Fig. 1: metal layers overlaid
Only two layers are drawn.
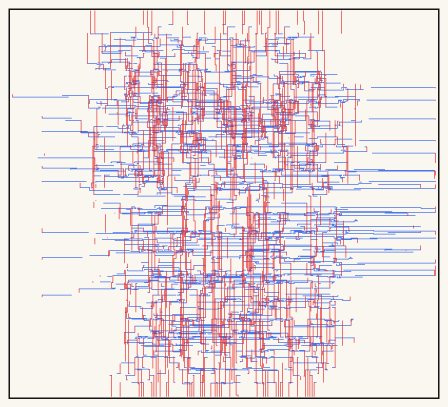
Fig. 2: the metal 4 layer
Cells faint in the background.
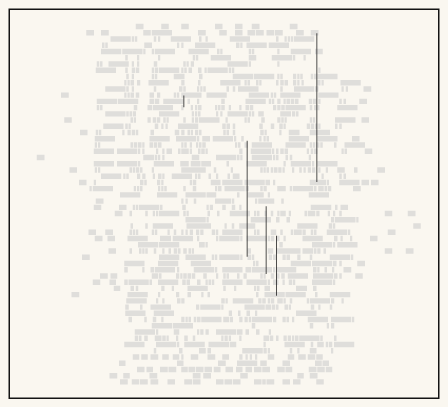
**config.mk**
```make
export PLATFORM = sky130hd
export DESIGN_NAME = cla_iter_adder_flat
export DESIGN_NICKNAME = d
export VERILOG_FILES = /design/src/rtl/cla_iter_adder_if.sv /design/src/rtl/cla_iter_adder.sv /design/src/flat_wrapper.sv
export SDC_FILE = /design/constraint.sdc
export NUM_CORES = 1
export LEC_CHECK = 0
export ABC_AREA = 1
export CAP_MARGIN = 15
export CORE_ASPECT_RATIO = 0.9
export CORE_MARGIN = 5
export CORE_UTILIZATION = 24
export DETAILED_ROUTE_END_ITERATION = 6
export HOLD_SLACK_MARGIN = 0.15
export PLACE_DENSITY_LB_ADDON = 0.25
export RECOVER_POWER = 100
export SYNTH_ARGS = -nofsm -noshare
export SYNTH_HDL_FRONTEND = slang
export SYNTH_SLANG_ARGS = --single-unit
```
**constraint.sdc**
```tcl
create_clock -name clk -period 10.7 [get_ports clk]
set_input_delay 2.14 -clock clk [delete_from_list [all_inputs] [get_ports clk]]
set_output_delay 2.14 -clock clk [all_outputs]
set_load 0.1 [all_outputs]
```
**src/rtl/cla_iter_adder_if.sv**
```systemverilog
`default_nettype none
// ============================================================================
// Module : cla_iter_adder_if
// Brief  : Request/result bundle for the iterative group-CLA adder.
// Rev    : 1.0
// ============================================================================
interface cla_iter_adder_if #(
  parameter int WIDTH = 32
);
  logic             start;
  logic             op_sub;
  logic             cin;
  logic [WIDTH-1:0] a;
  logic [WIDTH-1:0] b;
  logic [WIDTH-1:0] sum;
  logic             cout;
  logic             overflow;
  logic             busy;
  logic             done;

  modport master (
    output start, op_sub, cin, a, b,
    input  sum, cout, overflow, busy, done
  );

  modport slave (
    input  start, op_sub, cin, a, b,
    output sum, cout, overflow, busy, done
  );
endinterface
`default_nettype wire

```
**src/rtl/cla_iter_adder.sv**
```systemverilog
`default_nettype none
// ============================================================================
// Module : cla_iter_adder
// Brief  : Multi-cycle add/sub resolving one 4-bit CLA group per clock.
// Rev    : 1.0
// ============================================================================
module cla_iter_adder #(
  parameter int WIDTH = 32
) (
  input  wire logic       clk,
  input  wire logic       rst,
  cla_iter_adder_if.slave bus
);
  localparam int NG = WIDTH / 4;
  localparam int KW = (NG > 1) ? $clog2(NG) : 1;
  localparam int BW = $clog2(WIDTH);

  localparam logic [1:0] ST_IDLE = 2'd0;
  localparam logic [1:0] ST_RUN  = 2'd1;
  localparam logic [1:0] ST_DONE = 2'd2;

  logic [1:0]       state_q, state_d;
  logic [WIDTH-1:0] a_q, a_d;
  logic [WIDTH-1:0] b_q, b_d;
  logic [WIDTH-1:0] res_q, res_d;
  logic [WIDTH-1:0] sum_q, sum_d;
  logic [KW-1:0]    k_q, k_d;
  logic             carry_q, carry_d;
  logic             cout_q, cout_d;
  logic             overflow_q, overflow_d;

  logic [BW-1:0]    base;
  logic [3:0]       ga, gb, gp, gg, gs;
  logic             c1, c2, c3, cg;
  logic             last;
  logic             accept;

  // One 4-bit lookahead group, selected by the group index
  always_comb begin
    base = BW'({k_q, 2'b00});
    ga   = a_q[base +: 4];
    gb   = b_q[base +: 4];
    gp   = ga ^ gb;
    gg   = ga & gb;
    c1   = gg[0] | (gp[0] & carry_q);
    c2   = gg[1] | (gp[1] & c1);
    c3   = gg[2] | (gp[2] & c2);
    cg   = gg[3] | (gp[3] & c3);
    gs   = gp ^ {c3, c2, c1, carry_q};
    last = (k_q == KW'(NG - 1));
  end

  assign accept = (state_q != ST_RUN) && bus.start;

  always_ff @(posedge clk or posedge rst) begin
    if (rst) begin
      state_q    <= ST_IDLE;
      a_q        <= '0;
      b_q        <= '0;
      res_q      <= '0;
      sum_q      <= '0;
      k_q        <= '0;
      carry_q    <= 1'b0;
      cout_q     <= 1'b0;
      overflow_q <= 1'b0;
    end else begin
      state_q    <= state_d;
      a_q        <= a_d;
      b_q        <= b_d;
      res_q      <= res_d;
      sum_q      <= sum_d;
      k_q        <= k_d;
      carry_q    <= carry_d;
      cout_q     <= cout_d;
      overflow_q <= overflow_d;
    end
  end

  always_comb begin
    state_d = state_q;
    case (state_q)
      ST_RUN:  if (last) state_d = ST_DONE;
      ST_DONE: state_d = accept ? ST_RUN : ST_IDLE;
      default: if (accept) state_d = ST_RUN;
    endcase
  end

  always_comb begin
    a_d        = a_q;
    b_d        = b_q;
    res_d      = res_q;
    sum_d      = sum_q;
    k_d        = k_q;
    carry_d    = carry_q;
    cout_d     = cout_q;
    overflow_d = overflow_q;
    if (state_q == ST_RUN) begin
      res_d[base +: 4] = gs;
      carry_d          = cg;
      k_d              = last ? '0 : k_q + 1'b1;
      // The final group also publishes the full result and flags
      if (last) begin
        sum_d      = res_d;
        cout_d     = cg;
        overflow_d = c3 ^ cg;
      end
    end else if (accept) begin
      a_d     = bus.a;
      b_d     = bus.op_sub ? ~bus.b : bus.b;
      carry_d = bus.op_sub | bus.cin;
      k_d     = '0;
    end
  end

  always_comb begin
    bus.busy     = (state_q == ST_RUN);
    bus.done     = (state_q == ST_DONE);
    bus.sum      = sum_q;
    bus.cout     = cout_q;
    bus.overflow = overflow_q;
  end
endmodule
`default_nettype wire

```
**src/flat_wrapper.sv**
```systemverilog
// flat-port wrapper written by rule: the top's interface ports become plain ports
module cla_iter_adder_flat 
#(
  parameter int WIDTH = 32
)
  (clk, rst, bus_start, bus_op_sub, bus_cin, bus_a, bus_b, bus_sum, bus_cout, bus_overflow, bus_busy, bus_done);
  cla_iter_adder_if #(.WIDTH(WIDTH)) bus_i ();
  input  wire logic clk;
  input  wire logic rst;
  input wire logic [$bits(bus_i.start)-1:0] bus_start;
  input wire logic [$bits(bus_i.op_sub)-1:0] bus_op_sub;
  input wire logic [$bits(bus_i.cin)-1:0] bus_cin;
  input wire logic [$bits(bus_i.a)-1:0] bus_a;
  input wire logic [$bits(bus_i.b)-1:0] bus_b;
  output wire logic [$bits(bus_i.sum)-1:0] bus_sum;
  output wire logic [$bits(bus_i.cout)-1:0] bus_cout;
  output wire logic [$bits(bus_i.overflow)-1:0] bus_overflow;
  output wire logic [$bits(bus_i.busy)-1:0] bus_busy;
  output wire logic [$bits(bus_i.done)-1:0] bus_done;
  assign bus_i.start = bus_start;
  assign bus_i.op_sub = bus_op_sub;
  assign bus_i.cin = bus_cin;
  assign bus_i.a = bus_a;
  assign bus_i.b = bus_b;
  assign bus_sum = bus_i.sum;
  assign bus_cout = bus_i.cout;
  assign bus_overflow = bus_i.overflow;
  assign bus_busy = bus_i.busy;
  assign bus_done = bus_i.done;
  cla_iter_adder #(.WIDTH(WIDTH)) u_core (.clk(clk), .rst(rst), .bus(bus_i));
endmodule
```
==> reports/summary.txt <==
Failing checks - capacitance limit, slew limit
Signal buffers - 108
Cells after Synth - 849
CTS Root Cell - clkbuf_16
Largest stage delay on the critical path - 1.97 ns
Setup Viol. Count Final - 0
CTS sink count - 136
Met3 Wirelength - 1100 microns
Clkbuf count - 25
Sequential share of the synthesized area - 50.4%
Flop2flop setup slack - 4.43 ns
Fin Setup TNS - 0 ns
Rel. slew slack - -144%
Post-layout min period - 6.85 ns
Hold Fails Final Rpt - 0
Yosys cell count - 849
Wirelength per Cell - 14.4 microns
Setup ws final - 3.85 ns
Clock-cell share - 7.34%
Die Y - 169 microns
Fraction of registers with async set/reset - 100%
Outcome - complete, but fails checks
CTS tree - done
Max_cap viols - 4
Top cell area share - 50.4%
Crit-path leading delay family - buffers and inverters
Hold endpoint - u_core.bus.cout$_DFFE_PP0P_
Max clock buf depth - 2
Sequential cell area share - 39.3%
Most frequent cells in the layout - nand2_1 (324), dfrtp_1 (136), nand3_1 (91)
WP data required - 10.99 ns
Core Area - 27900 sq um
Mapped Nets - 926
RSZ-0062 raised after global routing - false
Primary FF master, synth - dfrtp_1
Layout area overhead - 28.3%
Crit. End Element - register
Register area - 3400 sq um
Synth cell count leaders - nand2_1 (324), dfrtp_1 (136), nand3_1 (91)
Clock transition at path regs - 0.06 ns
Max-slew violation count - 253
Comb area leader - simple AND/OR/NAND/NOR gates
Io pins - 105
## Picture notes: Fig. 1
layer	colour	wire length
M2	red	8130 microns
M1	blue	9330 microns

## Picture notes: Fig. 2
longest straight run	64.6 microns
main direction	vertical
wire length on this layer	175 microns
nets with wire on the layer	3
share of all routed wire	0.93%
Post-Route WL: 18700 microns
total via count in the routed design: 5484

